run_1/met1.png
Drawn at 6 px/um. Supply wires on this layer in grey.
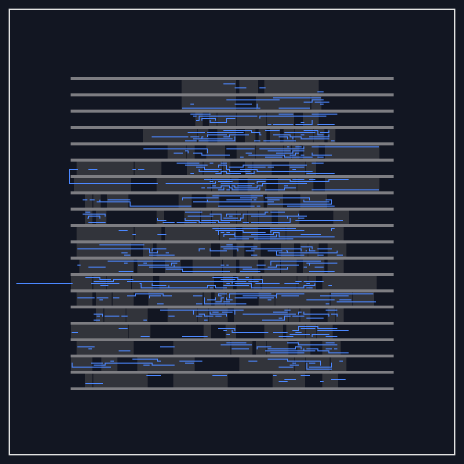
run_1/met2.png
Drawn at 6 px/um.
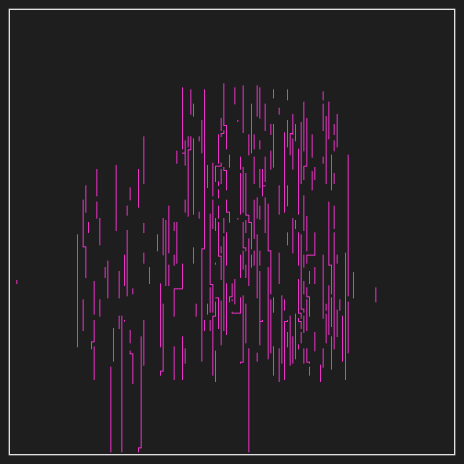
run_1/met3.png
Drawn at 8 px/um.
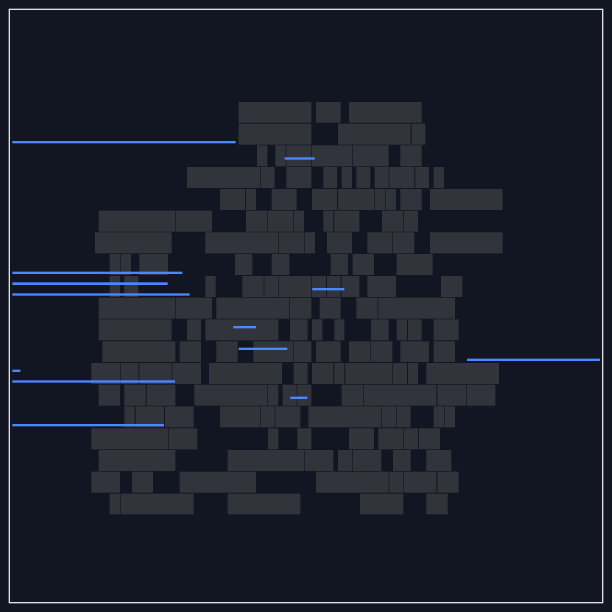
run_1/clock_map.png
Drawn at 4 px/um.
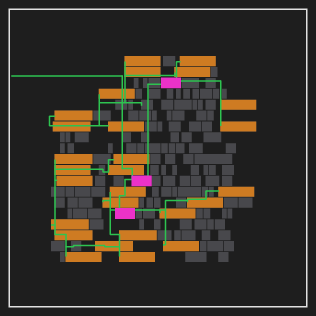
==> config.mk <==
export PLATFORM = sky130hd
export DESIGN_NAME = ne_bus_responder_flat
export DESIGN_NICKNAME = d
export VERILOG_FILES = /design/src/rtl/ne_bus_responder_if.sv /design/src/rtl/ne_bus_responder.sv /design/src/flat_wrapper.sv
export SDC_FILE = /design/constraint.sdc
export NUM_CORES = 1
export LEC_CHECK = 0
export ABC_AREA = 0
export CAP_MARGIN = 40
export CORE_MARGIN = 10
export CORE_UTILIZATION = 47
export CTS_BUF_LIST = sky130_fd_sc_hd__clkbuf_8
export DETAILED_ROUTE_END_ITERATION = 8
export PLACE_DENSITY = 0.7
export SYNTH_ARGS = -nofsm -noshare
export SYNTH_HDL_FRONTEND = slang
export SYNTH_SLANG_ARGS = --single-unit
==> constraint.sdc <==
create_clock -name CLK -period 2.3 [get_ports CLK]
set_clock_uncertainty 0.15 [all_clocks]
set_input_delay 0.69 -clock CLK [delete_from_list [all_inputs] [get_ports CLK]]
set_output_delay 0.69 -clock CLK [all_outputs]
set_load 0.02 [all_outputs]
==> run notes <==
Implementation results. According to the I/O placement log, the pin count is 12. Initial standard-cell utilization of the core landed at 0.4926. Setup repair after global routing could not meet its margin everywhere. The via count of the first global-routing pass is between 1000 and 1500.

The final report gives the core utilization as 0.5992. Area figure in the yosys stat output landed at ~1400 um2. Detailed placement ended at an HPWL of about 2.0 mm.

The number of nets in the synthesized netlist is 139. OpenROAD emitted warnings numbering 28. The slowest stage of the critical path is the or4_1 cell. Setup slack after placement landed at -0.2468 ns. Max-slew check failures listed in the final report amount to 0.

The switching portion of total power comes to 0.2983. Area used by multi-input combinational logic landed at 650.6 um2. Final hold violation count landed at 0. Sorting the synthesized cells by area gives the leading types as dfrtp_1, dfstp_2, ha_1.

Counting tap cells, the placed design contains a total of 178 instances. The final report lists the setup-violating endpoint count as 0. Number of antenna violations at the first check in global routing landed at 0. Cts-stage hold buffer count landed at 0.

DRC violation total after the first TritonRoute iteration landed at 88. A synthesized cell averages 10.54 um2. The script reports the combined buffer and inverter count of the critical path as 0. Area of the die landed at between 5000 and 6000 um2. In the post-route analysis, the smallest setup slack over all paths is 0.03347 ns. In the per-layer breakdown of the detailed-route log, met1 shows 1.308 mm. Number of warning messages in the yosys log landed at 0. Final total power landed at about 0.0012 W. Final-layout setup total negative slack landed at 0 ns. The longest clock path from root to sink contains 2 buffers. Wire segments on met3 add up to 162 um in the final route. According to the CTS report, the clock sink count is 27.

Detailed-routing iteration count for the pre-antenna-repair pass landed at 4. The number of gates resized after CTS was 0. Overall routing resource usage recorded by global route was 0.1080. Post-synthesis register bit count landed at 27. Required time reported for the critical path endpoint landed at 2.35 ns. Input and output buffers added on the ports amount to 11. Per the GRT congestion report, total overflow comes to 0. The worst path needs between 2 and 2.5 ns of the cycle, external delays included. Portion of total power attributed to combinational logic landed at 0.270. Maximum number of pins on one net before global-route repair landed at 28.

Flip-flop count of the largest register, all copies and words added landed at 8. The number of maximum-capacitance violations recorded for the run is 0. In the synthesized netlist the async set-or-reset flop fraction comes to 1.000. Along the worst path, the maximum fanout reaches 4.

Counting flops with a built-in enable in the synthesized netlist gives 0. The cell sequence reported for the critical path is ha_2 > or3_4 > a311oi_4 > o21ai_2 > or4_1 > a21oi_1. Antenna diode count landed at 0. Total number of H-tree levels landed at 1. Number of stages on the worst setup path landed at 6. In this run the vertical extent of the chip is between 70 and 80 um. After detailed routing, the average wire length per cell comes to 15.00 um. The worst pin sits at a relative slew slack of 0.6264.

Ranking logic cells in the layout by count gives the top entries dfrtp_1, buf_4, nor2_1. Per the post-CTS timing run, clock transition at the registers of the reported paths is 0.10 ns. Per Yosys stat, the portion of area used by sequential elements is 0.4995. Wire length on met2 landed at 1.272 mm. In the power breakdown, the internal column shows between 0.0008 and 0.0009 W. The worst setup path is launched from a register. Cell area after synthesis landed at 1370 um2. The leakage component of the power was reported as roughly 0.73 nW.

Total power density per cell area landed at 706.1 nW/um2. Wire length of the first global-routing pass landed at approximately 4.6 mm. After detailed routing, no signal wire sits above met4. The detail route stage leaves a number of antenna-violating nets equal to 0. Per the final layout report, the fraction of cells sized above drive strength 1 comes to 0.2258. The most critical min-delay path falls under reg2reg. On the critical path the largest part of the delay comes from simple AND/OR/NAND/NOR gates. Of the post-synthesis cell area, the dominant cell type holds 0.3653.

Setup slack of the most critical reg-to-reg path landed at 0.03 ns. Static timing analysis puts the maximum clock frequency at between 400 and 500 MHz. Final non-filler cell area landed at 1667 um2. Mean number of vias per cell landed at 5.812.

The script extracted a net switching power of 0.0003511 W. The setup path with the least slack is of type reg2reg. Final weighted congestion in routability-driven placement landed at approximately 0.84. Gate count of the mapped netlist landed at 130. Worst stage delay on the critical path landed at 0.47 ns. The region available for standard cell placement spans 2781 um2.

Sequential share of power landed at 0.491. TritonCTS built the clock tree. At the worst endpoint, the arrival time is 2.32 ns. Maximum ir drop on the vdd rail landed at 589.5 uV. Sorting the Yosys area breakdown by cell type puts at the top dfrtp_1. The commonest register cell is dfrtp_1. The number of setup buffers added after CTS is 0. Per the detail_route report, DRC violations left total 0. The worst setup path is captured at a register. Per the TritonCTS log, the buffer count is 3. After floorplanning, the core was divided into 19 placement rows. After global routing, the most crowded layer is met2.

The worst hold path passes through 0 cells. The sequential cells in the finished layout cover a total of 684.4 um2. The tree is rooted in a clkbuf_8.

Slew at the pin closest to its max-slew limit landed at ~0.56 ns. Per the Yosys statistics, synthesis produced 130 cells. Number of nets in the final layout landed at 165. Cell area after placement landed at about 1600 um2. Overall die width landed at 73.99 um. Count of filler cells inserted in the layout landed at 234. Per the cell usage report, the commonest logic cell in the layout is dfrtp_1.

In the Yosys stats the netlist draws on 49 distinct library cells. The worst register-to-register path depth is 6. Synthesis-to-layout area growth landed at 21.64%.

Post-route non-filler standard cell count landed at ~190. Hold is met by 0.2122 ns. The run finished with clean final reports.

Share of the cycle needed by the critical path after routing landed at 0.9854.
-- met1.png (at the start) --
The layer carries 1310 um of wire. The wires run mostly horizontal. 148 nets have wire on it.
met1 Track Usage GR: 0.1305
total wire length: 2.790 mm
vias after detailed routing: 1081

-- met2.png (at the start) --
The layer carries 1270 um of wire. The wires run mostly vertical.
met2 track demand over resource: 0.1591

-- met3.png (at the start) --
The wires run mostly horizontal. The layer carries 162 um of wire.
met3 Resource Use GR: 0.04521

-- clock_map.png (at the start) --
Key: clock wires = green [length 314 um]; cells driving clock nets = magenta [count 3]; flip-flops = orange [count 27]
There are 4 routed clock nets.
part of the power in the clock network: 0.240
Latency at later pin: 0.28 ns
clock network power: 0.000282 W

==> run 1: area by class of cell <==
class | count | area share
flip-flops and latches | 27 | 0.4107
multi-input cells | 93 | 0.3904
repair buffers | 25 | 0.1321
clock buffers | 3 | 0.02477
well taps | 31 | 0.02327
inverters | 6 | 0.01351
clock inverters | 1 | 0.005255
==> run 1: cell usage after synthesis (2+ instances only) <==
| cell | number |
|---|---|
| dfrtp_1 | 20 |
| nor2_1 | 10 |
| nand2_1 | 8 |
| dfstp_2 | 7 |
| nor3_1 | 7 |
| inv_1 | 6 |
| nand3_1 | 6 |
| o21ai_0 | 6 |
| a21oi_1 | 5 |
| xor2_1 | 4 |
| ha_1 | 3 |
| nand2b_1 | 3 |
| a311oi_1 | 2 |
| a41oi_1 | 2 |
| clkbuf_1 | 2 |
| mux2i_1 | 2 |
| o2111ai_1 | 2 |
| o211ai_1 | 2 |
| o31ai_1 | 2 |
| or4_1 | 2 |
==> run 1: power by group through the flow <==
stage | combinational [W] | clock [W] | sequential (W)
final | 0.000317 | 0.000282 | 0.000577
after global routing | 0.000353 | 0.000308 | 0.000585
after CTS | 0.000292 | 0.000294 | 0.000578
after detailed placement | 0.000289 | 0 | 0.000588
after global placement | 0.000279 | 0 | 0.000585
after floorplan | 0.000183 | 0 | 0.000585
==> run 1: cell families (layout without fill, tap and decap cells) <==
group / after synthesis / count (layout) / share of synthesized area
buffers and inverters: 10 / 35 / 0.03105
muxes: 3 / 3 / 0.02283
adders and majority gates: 3 / 3 / 0.02740
other: 1 / 1 / 0.002737
and+or+nand+nor: 49 / 49 / 0.1955
xor gates and xnor gates: 6 / 6 / 0.04384
DFF: 27 / 27 / 0.4995
AOI/OAI and AO/OA: 31 / 31 / 0.1772
Power figures rest on the tool's default switching activity, not on a simulated workload.
